<file path="src/rtl/wb_serial_streamer.sv">
// wb_serial_streamer: Wishbone classic slave that streams START+k*STEP words serially after a CTRL write
// Ports: CLK_I/RST_I clock and sync active-high reset; CYC_I STB_I WE_I ADR_I DAT_I DAT_O ACK_O
// Wishbone classic slave (CTRL @0x0, STAT @0x4); ena_o frame sync; data_o serial data LSB first;
// busy_o stream in progress
module wb_serial_streamer #(
   parameter int WORD_W       = 10,
   parameter int CLKS_PER_BIT = 4
) (
   input  logic        CLK_I,
   input  logic        RST_I,
   input  logic        CYC_I,
   input  logic        STB_I,
   input  logic        WE_I,
   input  logic [31:0] ADR_I,
   input  logic [31:0] DAT_I,
   output logic [31:0] DAT_O,
   output logic        ACK_O,
   output logic        ena_o,
   output logic        data_o,
   output logic        busy_o
);
   localparam int CW = $clog2(CLKS_PER_BIT + 1);
   localparam int BW = $clog2(WORD_W + 1);
   typedef enum logic [1:0] {IDLE, SYNC, SHIFT, DONE} state_t;
   state_t state, state_n;
   logic [31:0] ctrl, rdata;
   logic [WORD_W-1:0] acc;
   logic [7:0] words;
   logic [CW-1:0] clk_cnt;
   logic [BW-1:0] bit_cnt;
   logic hold, req, is_ctrl, accept, ctrl_wr, start, bit_end, word_end, ena_d, data_d;
   logic unused;
   assign unused   = ^{ADR_I[31:4], ADR_I[1:0]};
   assign req      = CYC_I & STB_I;
   assign is_ctrl  = ADR_I[3:2] == 2'd0;
   // CTRL writes stall (no ack) until the FSM is back in IDLE
   assign accept   = req & ~hold & ~(WE_I & is_ctrl & (state != IDLE));
   assign ctrl_wr  = accept & WE_I & is_ctrl;
   assign start    = ctrl_wr & (DAT_I[23:16] != 8'd0);
   assign bit_end  = clk_cnt == CW'(CLKS_PER_BIT - 1);
   assign word_end = bit_end & (bit_cnt == BW'(WORD_W - 1));
   assign rdata    = is_ctrl ? ctrl : (ADR_I[3:2] == 2'd1) ? {busy_o, 23'd0, words} : 32'd0;
   always_ff @(posedge CLK_I) begin
      if (RST_I) begin
         ACK_O <= 1'b0;
         DAT_O <= '0;
         hold  <= 1'b0;
         ctrl  <= '0;
      end else begin
         ACK_O <= accept;
         // suppress re-acks while the master keeps the same strobe asserted
         hold  <= req & (hold | accept);
         DAT_O <= (accept & ~WE_I) ? rdata : '0;
         if (ctrl_wr) ctrl <= DAT_I;
      end
   end
   always_ff @(posedge CLK_I) begin
      if (RST_I) begin
         state   <= IDLE;
         clk_cnt <= '0;
         bit_cnt <= '0;
         words   <= '0;
         acc     <= '0;
      end else begin
         state   <= state_n;
         clk_cnt <= (state == IDLE || state == DONE || bit_end) ? '0 : clk_cnt + 1'b1;
         bit_cnt <= (state != SHIFT || word_end) ? '0 : bit_end ? bit_cnt + 1'b1 : bit_cnt;
         if (ctrl_wr) begin
            words <= DAT_I[23:16];
            acc   <= WORD_W'(DAT_I[7:0]);
         end else if (state == SHIFT && word_end) begin
            words <= words - 8'd1;
            acc   <= acc + WORD_W'(ctrl[15:8]);
         end
      end
   end
   always_comb begin
      state_n = state;
      unique case (state)
         IDLE:  state_n = start ? SYNC : IDLE;
         SYNC:  state_n = bit_end ? SHIFT : SYNC;
         SHIFT: state_n = (word_end && words == 8'd1) ? DONE : SHIFT;
         DONE:  state_n = IDLE;
      endcase
   end
   // outputs are registered one cycle behind the state they decode
   always_comb begin
      ena_d  = state == SYNC;
      data_d = (state == SHIFT) & acc[bit_cnt];
   end
   always_ff @(posedge CLK_I) begin
      if (RST_I) begin
         ena_o  <= 1'b0;
         data_o <= 1'b0;
         busy_o <= 1'b0;
      end else begin
         ena_o  <= ena_d;
         data_o <= data_d;
         busy_o <= state_n != IDLE;
      end
   end
endmodule

</file>
<file path="config.mk">
export PLATFORM = sky130hd
export DESIGN_NAME = wb_serial_streamer
export DESIGN_NICKNAME = d
export VERILOG_FILES = /design/src/rtl/wb_serial_streamer.sv
export SDC_FILE = /design/constraint.sdc
export NUM_CORES = 1
export LEC_CHECK = 0
export ABC_AREA = 1
export CORE_ASPECT_RATIO = 0.6
export CORE_MARGIN = 4
export CORE_UTILIZATION = 49
export CTS_CLUSTER_DIAMETER = 200
export CTS_CLUSTER_SIZE = 16
export DETAILED_ROUTE_END_ITERATION = 6
export GPL_ROUTABILITY_DRIVEN = 0
export PLACE_DENSITY = 0.82
export SLEW_MARGIN = 10
export SYNTH_ARGS = -nofsm -noshare
export SYNTH_HDL_FRONTEND = slang
export SYNTH_SLANG_ARGS = --single-unit
</file>
<file path="constraint.sdc">
create_clock -name CLK_I -period 1.9 [get_ports CLK_I]
set_input_delay 0.285 -clock CLK_I [delete_from_list [all_inputs] [get_ports CLK_I]]
set_output_delay 0.285 -clock CLK_I [all_outputs]
set_load 0.005 [all_outputs]
</file>
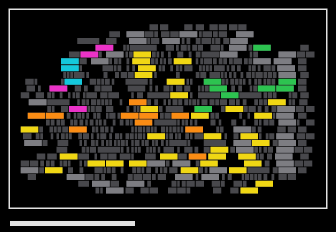
**Above:** sequential cells coloured by netlist name.
Bar = 50 microns.
name in the netlist	colour	placed flops
`bit_cnt`	magenta	4
`acc`	orange	10
`clk_cnt`	cyan	3
`ctrl`	yellow	32
`words`	green	8
utilization after layout: 0.666
flop share of the area: 0.361
flip-flop and latch area: 1920 sq um
Seq. pwr: 0.00204 W

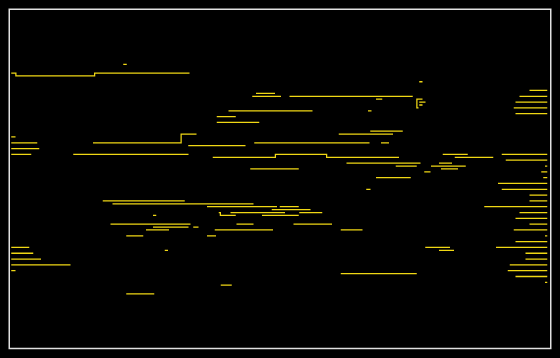
**Above:** the metal 3 layer.
wire length on this layer	788 microns
longest straight run	32.7 microns
nets with wire on the layer	77

==> deck_impl_summary.md <==
Synthesis and Place & Route Summary

Yosys
  – Count leader, synth: dfxtp_1
  – Synth cell types: 37
  – Top-area cell share: 0.467
  – Yosys cell count: 527
  – Simple-Gate Fraction of Synth Area: 0.235
  – Commonest cells post-synth: dfxtp_1 (96), nand2_1 (84), inv_1 (67)
  – Post-Syn Nets: 614
  – Comb area leader: simple AND/OR/NAND/NOR gates
  – Synth Seq Share: 0.467
  – Syn Area/Cell: 7.81 sq um
  – Post-synth area hogs: dfxtp_1 (47%), nand2_1 (7.7%), inv_1 (6.1%), ha_1 (5.2%), nand3_1 (5.1%)
  – Cells after synthesis: 527
  – Mux share: 0
  – Synthesis warning total: 0
  – Xor+xnor area frac: 0.0106
  – Ys flop type: dfxtp_1

Final layout
  – Multi-input combinational area share: 0.341
  – Layout non-clock buf frac: 0.160
  – Multi-input gates: 334
  – Design area: 5330 sq um
  – Top class by area: registers
  – Non-Clock Inverter Count: 78
  – Layout Cells excl Fill: 718
  – Share of cells above drive strength 1: 0.121
  – Layout Nets: 692

Setup path
  – Crit-path slowest cell: dfxtp_1
  – CP Capture Point: acc[8]$_SDFFE_PP0P_
  – Worst path most repeated cell: nand2_1
  – Worst Reg2Reg Path Length in Cells: 12
  – Crit path DRT: 2180 ps
  – WP depth: 12
  – Reg2reg setup slack: 150 ps
  – Worst R2R End: acc[8]$_SDFFE_PP0P_
  – WP buf/inv: 2
  – Critical Path Fanout Max: 4
  – Cell Chain, Critical Path: ha_4 > inv_1 > fa_1 > inv_1 > nand2_1 > nand3_2 > nand3_1 > nand2_1 > nand2_1 > nand2_1 > nand2_1 > nor2_1
  – Critical Path Start Type: flop

Power and ir drop
  – Max VDD drop: 0.000598 V
  – Total internal power: 0.00319 W
  – Leakage: 2.16 nW
  – NetSw: 0.000907 W
  – PD cells: 768 nW/um^2
  – Clk pwr share: 0.443
  – P_clk: 0.00182 W
  – Sequential Power Share: 0.499
  – Comb power: 0.000237 W

Floorplan
  – Site Rows: 25
  – Chip Width: 126 microns
  – Die Y: 79.0 microns
  – Core Footprint: 8010 sq um
  – Pre-Place Util: 0.514
  – Tap Count: 108

CTS
  – Clk buf depth: 2
  – H-tree levels: 3
  – Clk root buf: clkbuf_16
  – Post-CTS Hold Buffers: 0
  – # clock sinks: 96
  – Num CTS Buffers: 9
  – CTS clk-pin slew, worst paths: 60 ps
  – TritonCTS clock tree: done

Routing
  – Vias per inst: 5.11
  – DRT antenna net count: 0
  – Vias: 3672
  – Detailed Routing Iterations Pass 1: 5
  – Initial DRC Count: 348

Placed design
  – Placed Instances: 702
  – Post-DP HPWL: 7.43 mm

Global routing
  – Vias in the first global route: 3430
  – Initial antenna violation count: 0
  – First-pass GRT wire length: 16.3 mm

Status
  – Status: finished, final reports clean

STA
  – Fin. max-slew vios: 0
  – Final Setup Violations: 0
  – Clock period minus worst slack: 1750 ps
  – Final hold vios: 0
  – Fmax: 0.571 GHz
  – Fin crit share: 0.922

Hold path
  – Hold Crit Class: flop to flop
  – Hold Crit Depth: 1
  – Hold EP: clk_cnt[0]$_SDFF_PP0_
  – Hold Crit Start: clk_cnt[0]$_SDFF_PP0_

Run
  – Max cap viols: 0
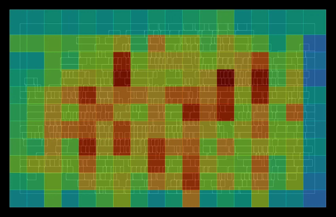
**Above:** track usage over the die.
GRT Total Usage: 0.201
met1 usage: 0.271

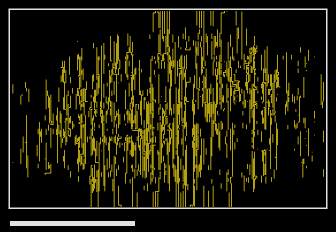
**Above:** the metal 2 layer.
Bar = 50 microns.
longest straight run	31.6 microns
share of all routed wire	44%

## per-layer routing
layer	wire, microns	global-route usage	up-vias
met5	0	0	-
met4	146	0.0621	0
met3	788	0.0558	19
met2	4310	0.316	149
met1	4600	0.271	1652
li1	-	-	1852
## registers in the layout, indices dropped and copies added (netlist names)
name,flops
acc,10
busy_o,1
words,8
DAT_O,32
bit_cnt,4
ctrl,32
clk_cnt,3
state,2
data_o,1
ena_o,1
ACK_O,1
hold,1
## worst reg2reg max path, cell delays in order, from the launching register on
cell and delay (ps):
dfxtp_1 390, ha_4 170, inv_1 50, fa_1 370
inv_1 70, nand2_1 90, nand3_2 120, nand3_1 70
nand2_1 80, nand2_1 70, nand2_1 70, nand2_1 50
nor2_1 90
## per-stage QoR
| step | setup slack [ps] | total power [W] | setup TNS (ps) | hold slack (ps) | util |
|---|---|---|---|---|---|
| floorplan | 342 | 0.00220 | 0 | 399 | - |
| global placement | 25.1 | 0.00232 | 0 | 406 | 0.626 |
| detailed placement | -33.1 | 0.00232 | -37.9 | 434 | 0.626 |
| CTS | 65.9 | 0.00411 | 0 | 442 | 0.664 |
| global route | -22.0 | 0.00423 | -22.0 | 461 | 0.666 |
| finish | 147 | 0.00410 | 0 | 437 | 0.666 |
## placed cells by master (no fill, tap or decap), types with 3 or more instances in the layout
cell type,Yosys,layout
dfxtp_1,96,95
nand2_1,84,84
clkdlybuf4s50_1,0,74
inv_1,67,67
nand3_1,42,41
nor2_1,39,39
a21oi_1,37,37
o21ai_0,36,36
nor2_2,22,22
o21ai_1,19,19
ha_1,17,16
inv_2,10,10
buf_4,0,10
clkbuf_16,0,9
xor2_1,5,5
nand4_1,4,4
nand2_2,3,3
o211ai_1,3,3
o31ai_1,3,3
## repair_timing
item,CTS,global route
setup endpoints to repair,0,3
buffers inserted,0,0
gates resized,0,4
Power figures rest on the tool's default switching activity, not on a simulated workload.
